**src/rtl/eq_band_mixer.sv**
```systemverilog
// Equalizer band mixer: scales each FIR band by its pot gain, sums the bands per channel,
// applies volume and saturates, using one shared multiplier sequenced by a small FSM.
module eq_band_mixer #(
    parameter int NUM_CH    = 2,
    parameter int NUM_BANDS = 5,
    parameter int SMPL_W    = 16,
    parameter int POT_W     = 12
) (
    input  logic                                clk,
    input  logic                                rst_n,
    input  logic                                band_vld,
    output logic                                band_rdy,
    input  logic [NUM_CH*NUM_BANDS*SMPL_W-1:0]  band_smpl,
    input  logic [NUM_BANDS*POT_W-1:0]          band_pot,
    input  logic [POT_W-1:0]                    vol_pot,
    output logic                                out_vld,
    input  logic                                out_rdy,
    output logic [NUM_CH*SMPL_W-1:0]            out_smpl,
    output logic                                busy
);

    localparam int PROD_W = SMPL_W + POT_W + 1;
    localparam int ACC_W  = SMPL_W + POT_W + 1 + $clog2(NUM_BANDS) + 1;
    localparam int BCNT_W = (NUM_BANDS > 1) ? $clog2(NUM_BANDS) : 1;
    localparam int CCNT_W = (NUM_CH > 1) ? $clog2(NUM_CH) : 1;
    localparam int SH     = POT_W - 1;

    typedef enum logic [1:0] {S_IDLE, S_MAC, S_VOL, S_OUT} state_t;

    state_t                             r_state;
    state_t                             w_state_next;

    logic [NUM_CH*NUM_BANDS*SMPL_W-1:0] r_smpl;
    logic [NUM_BANDS*POT_W-1:0]         r_pot;
    logic [POT_W-1:0]                   r_vol;
    logic signed [ACC_W-1:0]            r_acc;
    logic [BCNT_W-1:0]                  r_band_cnt;
    logic [CCNT_W-1:0]                  r_ch_cnt;
    logic                               r_out_vld;
    logic signed [SMPL_W-1:0]           r_out [NUM_CH];

    logic signed [SMPL_W-1:0]           w_smpl [NUM_CH][NUM_BANDS];
    logic [POT_W-1:0]                   w_pot  [NUM_BANDS];
    logic                               w_last_band;
    logic                               w_last_ch;
    logic signed [SMPL_W-1:0]           w_mul_a;
    logic signed [POT_W:0]              w_mul_b;
    logic signed [PROD_W-1:0]           w_prod;
    logic signed [ACC_W-1:0]            w_prod_ext;
    logic signed [ACC_W-1:0]            w_acc_sh;
    logic signed [ACC_W-1:0]            w_vol_sh;
    logic signed [SMPL_W-1:0]           w_sat_acc;
    logic signed [SMPL_W-1:0]           w_sat_vol;

    // Clamp to the signed SMPL_W range: in range iff all bits above the sample sign bit agree.
    function automatic logic signed [SMPL_W-1:0] sat(input logic signed [ACC_W-1:0] v);
        logic [ACC_W-SMPL_W:0] top;
        top = v[ACC_W-1:SMPL_W-1];
        if ((&top) || (~|top))
            return v[SMPL_W-1:0];
        else if (v[ACC_W-1])
            return {1'b1, {(SMPL_W-1){1'b0}}};
        else
            return {1'b0, {(SMPL_W-1){1'b1}}};
    endfunction

    genvar gi, gj;
    generate
        for (gi = 0; gi < NUM_CH; gi++) begin : g_ch
            for (gj = 0; gj < NUM_BANDS; gj++) begin : g_band
                assign w_smpl[gi][gj] = r_smpl[(gi*NUM_BANDS+gj)*SMPL_W +: SMPL_W];
            end
            assign out_smpl[gi*SMPL_W +: SMPL_W] = r_out[gi];
        end
        for (gi = 0; gi < NUM_BANDS; gi++) begin : g_pot
            assign w_pot[gi] = r_pot[gi*POT_W +: POT_W];
        end
    endgenerate

    assign w_last_band = (r_band_cnt == BCNT_W'(NUM_BANDS - 1));
    assign w_last_ch   = (r_ch_cnt == CCNT_W'(NUM_CH - 1));

    // Single multiplier: band sample x band gain while accumulating, level x volume otherwise.
    always_comb begin
        w_mul_a = w_sat_acc;
        w_mul_b = {1'b0, r_vol};
        if (r_state == S_MAC) begin
            w_mul_a = w_smpl[r_ch_cnt][r_band_cnt];
            w_mul_b = {1'b0, w_pot[r_band_cnt]};
        end
    end

    assign w_prod     = w_mul_a * w_mul_b;
    assign w_prod_ext = {{(ACC_W-PROD_W){w_prod[PROD_W-1]}}, w_prod};
    assign w_acc_sh   = r_acc >>> SH;
    assign w_sat_acc  = sat(w_acc_sh);
    assign w_vol_sh   = w_prod_ext >>> SH;
    assign w_sat_vol  = sat(w_vol_sh);

    always_ff @(posedge clk or posedge rst_n) begin
        if (rst_n)
            r_state <= S_IDLE;
        else
            r_state <= w_state_next;
    end

    always_comb begin
        w_state_next = r_state;
        case (r_state)
            S_IDLE: if (band_vld)    w_state_next = S_MAC;
            S_MAC:  if (w_last_band) w_state_next = S_VOL;
            S_VOL:  w_state_next = w_last_ch ? S_OUT : S_MAC;
            S_OUT:  if (out_rdy)     w_state_next = S_IDLE;
            default: w_state_next = S_IDLE;
        endcase
    end

    always_comb begin
        band_rdy = (r_state == S_IDLE);
        busy     = (r_state != S_IDLE);
    end

    assign out_vld = r_out_vld;

    always_ff @(posedge clk or posedge rst_n) begin
        if (rst_n) begin
            r_smpl     <= '0;
            r_pot      <= '0;
            r_vol      <= '0;
            r_acc      <= '0;
            r_band_cnt <= '0;
            r_ch_cnt   <= '0;
            r_out_vld  <= 1'b0;
            for (int c = 0; c < NUM_CH; c++)
                r_out[c] <= '0;
        end else begin
            case (r_state)
                S_IDLE: begin
                    r_acc      <= '0;
                    r_band_cnt <= '0;
                    r_ch_cnt   <= '0;
                    if (band_vld) begin
                        r_smpl <= band_smpl;
                        r_pot  <= band_pot;
                        r_vol  <= vol_pot;
                    end
                end
                S_MAC: begin
                    r_acc      <= r_acc + w_prod_ext;
                    r_band_cnt <= w_last_band ? '0 : r_band_cnt + BCNT_W'(1);
                end
                S_VOL: begin
                    r_out[r_ch_cnt] <= w_sat_vol;
                    r_acc           <= '0;
                    r_ch_cnt        <= w_last_ch ? '0 : r_ch_cnt + CCNT_W'(1);
                    if (w_last_ch)
                        r_out_vld <= 1'b1;
                end
                S_OUT: begin
                    if (out_rdy)
                        r_out_vld <= 1'b0;
                end
                default: ;
            endcase
        end
    end

endmodule

```
**config.mk**
```make
export PLATFORM = sky130hd
export DESIGN_NAME = eq_band_mixer
export DESIGN_NICKNAME = d
export VERILOG_FILES = /design/src/rtl/eq_band_mixer.sv
export SDC_FILE = /design/constraint.sdc
export NUM_CORES = 1
export LEC_CHECK = 0
export ABC_AREA = 1
export CAP_MARGIN = 20
export CELL_PAD_IN_SITES_DETAIL_PLACEMENT = 0
export CELL_PAD_IN_SITES_GLOBAL_PLACEMENT = 1
export CORE_MARGIN = 2
export CORE_UTILIZATION = 48
export CTS_BUF_LIST = sky130_fd_sc_hd__clkbuf_4 sky130_fd_sc_hd__clkbuf_8
export CTS_CLUSTER_DIAMETER = 50
export CTS_CLUSTER_SIZE = 14
export DETAILED_ROUTE_END_ITERATION = 12
export HOLD_SLACK_MARGIN = 0.12
export MAX_ROUTING_LAYER = met4
export PLACE_DENSITY_LB_ADDON = 0.05
export SLEW_MARGIN = 10
export SYNTH_ARGS = -nofsm -noshare
export SYNTH_HDL_FRONTEND = slang
export SYNTH_SLANG_ARGS = --single-unit
```
**constraint.sdc**
```tcl
create_clock -name clk -period 21.2 [get_ports clk]
set_input_delay 2.12 -clock clk [delete_from_list [all_inputs] [get_ports clk]]
set_output_delay 2.12 -clock clk [all_outputs]
set_load 0.05 [all_outputs]
```
**Run 1: placed standard cells**

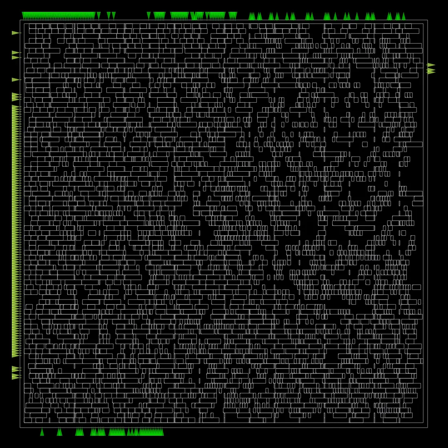
fin util: 56.6%
tap cells: 622
flip-flops: 304

**Run 1: signal wires by layer**

The bar under the picture is 50 um long.
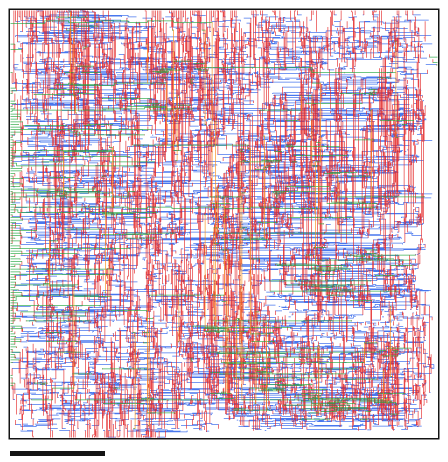
[orange] met4 | wire length: 2,070 um
[blue] met1 | wire length: 32.2 mm
[red] met2 | wire length: 33.4 mm
[green] met3 | wire length: 5,150 um
Routed WL: 72.8 mm
gr usage total: 30.2%

**Run 1: cell classes on the final placement**

The bar under the picture is 50 um long. Fill, decap, tap and diode cells in grey.
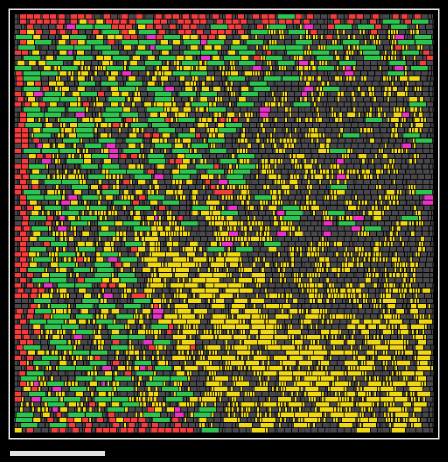
[yellow] all other logic | cells: 2,393 | share of their area: 58%
[magenta] clock drivers and dummy loads | cells: 64 | share of their area: 3.0%
[red] other buffers and delay cells | cells: 288 | share of their area: 11%
[green] flops | cells: 304 | share of their area: 29%
flop share of the area: 27.7%
core area: 0.0485 sq mm
fin area: 0.0275 sq mm
row cnt: 81

==> flow_summary.json, run 1 <==
{
  "hold_depth": 2,
  "postSynthCellCount": 2801,
  "final.setup.tns_ns": 0,
  "buffer_area_share_pct": 10.4,
  "synthTopCellsByCount": "nand2_1, inv_1, dfrtp_1, nor2_1, a21oi_1",
  "max_slew_margin_pct": 27.6,
  "hold_start": "out_smpl[28]",
  "grt.met1_usage_pct": 40.3,
  "status": "completed",
  "most_common_cell": "nand2_1",
  "die_w_um": 225,
  "worstMarginPinSlew_ns": 1.09,
  "largestClassByArea": "combinational gates",
  "crit_family": "adder cells",
  "io_pins": 271,
  "finalCritPeriodShare_pct": 46.6,
  "wl_met2_mm": 33.4,
  "ys_async_sr_fraction_pct": 100,
  "ctsResizeCount": 0,
  "skew_ns": 0.0535,
  "grt_pass1_vias": 19900,
  "place_ws_ns": 11.47,
  "lay_top_count": "nand2_1",
  "dp_hpwl_mm": 57.3,
  "grt_max_degree": 177,
  "clock_area_share_pct": 2.93,
  "top_regs": "r_smpl: 160 flops, r_pot: 60 flops, r_acc: 33 flops",
  "num_antenna_cells": 13,
  "hp-class": "flop to flop",
  "comb_area_share_pct": 49.5,
  "synth.largest_area_cell": "dfrtp_1",
  "crit_start": "r_ch_cnt",
  "largest_register_ffs": 160,
  "top_layer": "met4",
  "first_pass_iters": 6,
  "ff_type": "dfrtp_1",
  "grt_overflow_total": 0,
  "cts_tree": "yes",
  "n_all_buffers": 288,
  "logic_family": "adder cells",
  "antenna_found_initial": 13,
  "reg2reg_slack_ns": 11.32,
  "syn_area_sq_mm": 0.0235,
  "ys_sh_mux_pct": 8.64
}
--- run 2 (diff from run 1) ---
--- a/config.mk
+++ b/config.mk
@@ -10,7 +10,7 @@
 export CELL_PAD_IN_SITES_DETAIL_PLACEMENT = 0
 export CELL_PAD_IN_SITES_GLOBAL_PLACEMENT = 1
 export CORE_MARGIN = 2
-export CORE_UTILIZATION = 48
+export CORE_UTILIZATION = 40
 export CTS_BUF_LIST = sky130_fd_sc_hd__clkbuf_4 sky130_fd_sc_hd__clkbuf_8
 export CTS_CLUSTER_DIAMETER = 50
 export CTS_CLUSTER_SIZE = 14
==> constraint.sdc (replaced) <==
create_clock -name clk -period 8.3 [get_ports clk]
set_input_delay 0.83 -clock clk [delete_from_list [all_inputs] [get_ports clk]]
set_output_delay 0.83 -clock clk [all_outputs]
set_load 0.05 [all_outputs]
==> run 2 against run 1 <==
Clock skew grew 0.040 ns. Die area grew 20%. Critical path type unchanged.
==> flow_summary.json, run 2 <==
{
  "ff_type": "dfrtp_1",
  "logic_family": "adder cells",
  "seq_cells": 304,
  "syn_area_sq_mm": 0.0235,
  "hold_start": "out_smpl[29]",
  "top_regs": "r_smpl: 160 flops, r_pot: 60 flops, r_acc: 33 flops",
  "logic_area_sq_mm": 0.0139,
  "port_buffers": 270,
  "largestClassByArea": "combinational gates",
  "synthTopCellsByCount": "nand2_1, inv_1, dfrtp_1, nor2_1, a21oi_1",
  "n_all_buffers": 427,
  "core-area_sq_mm": 0.0578,
  "wl_met2_mm": 36.8,
  "yosysChipArea_sq_mm": 0.0235,
  "buffer_area_share_pct": 13.8,
  "lay_top_count": "nand2_1",
  "dp_hpwl_mm": 62.1,
  "crit_start": "r_band_cnt[0]",
  "max_slew_margin_pct": 26.4,
  "drcViolationCount": 0,
  "cts.sinks": 304,
  "hold_depth": 2,
  "antenna_found_initial": 6,
  "hp-class": "flop to flop",
  "postSynthCellCount": 2801,
  "final_area_sq_mm": 0.0294,
  "die_w_um": 246,
  "num_antenna_cells": 6,
  "clock_area_share_pct": 3.63,
  "ys_async_sr_fraction_pct": 100,
  "grt.met1_usage_pct": 36.0,
  "post-route-util_pct": 50.8,
  "grt_max_degree": 204,
  "ys.warnings.count": 0,
  "postCtsSetupRepairBufs": 0,
  "synth.largest_area_cell": "dfrtp_1",
  "first_pass_iters": 5,
  "status": "completed",
  "nWellTaps": 765,
  "comb_area_share_pct": 47.2,
  "hold_viol": 0,
  "reg2reg_slack_ns": 0.46,
  "ys_sh_mux_pct": 8.64,
  "finalCritPeriodShare_pct": 94.5,
  "seq_share_pct": 25.9,
  "grt_overflow_total": 0,
  "io_pins": 271,
  "place_ws_ns": -0.109,
  "skew_ns": 0.0933,
  "cts_buffer_depth": 3,
  "worstMarginPinSlew_ns": 1.10,
  "top_layer": "met4",
  "crit_family": "adder cells",
  "grt_pass1_vias": 20800,
  "ctsResizeCount": 5,
  "cts_tree": "yes",
  "fp-row-count": 88,
  "final.setup.tns_ns": 0,
  "most_common_cell": "nand2_1",
  "cp.required_ns": 8.78
}
**Run 2: metal 4**

The bar under the picture is 50 um long.
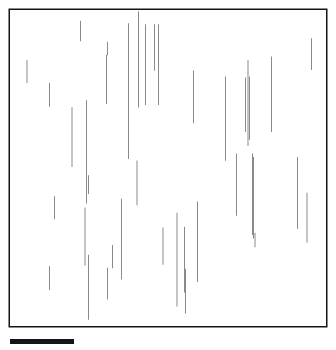
main direction: vertical
wire length on this layer: 1,730 um
share of all routed wire: 2.2%
Routed WL: 77.3 mm
via count: 20,000

**Run 2: signal wires by layer**

The bar under the picture is 50 um long.
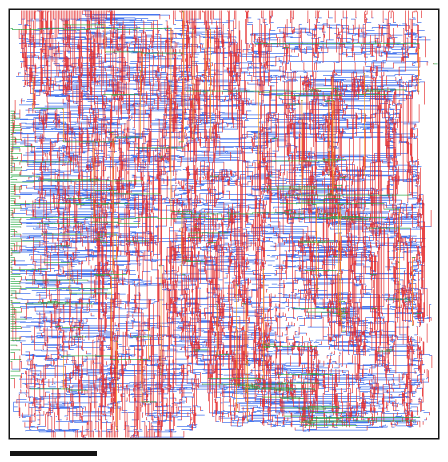
[red] met2 | wire length: 36.8 mm
[orange] met4 | wire length: 1,730 um
[blue] met1 | wire length: 35.5 mm
[green] met3 | wire length: 3,240 um
gr usage total: 26.6%
average wire per standard cell: 19.5 um

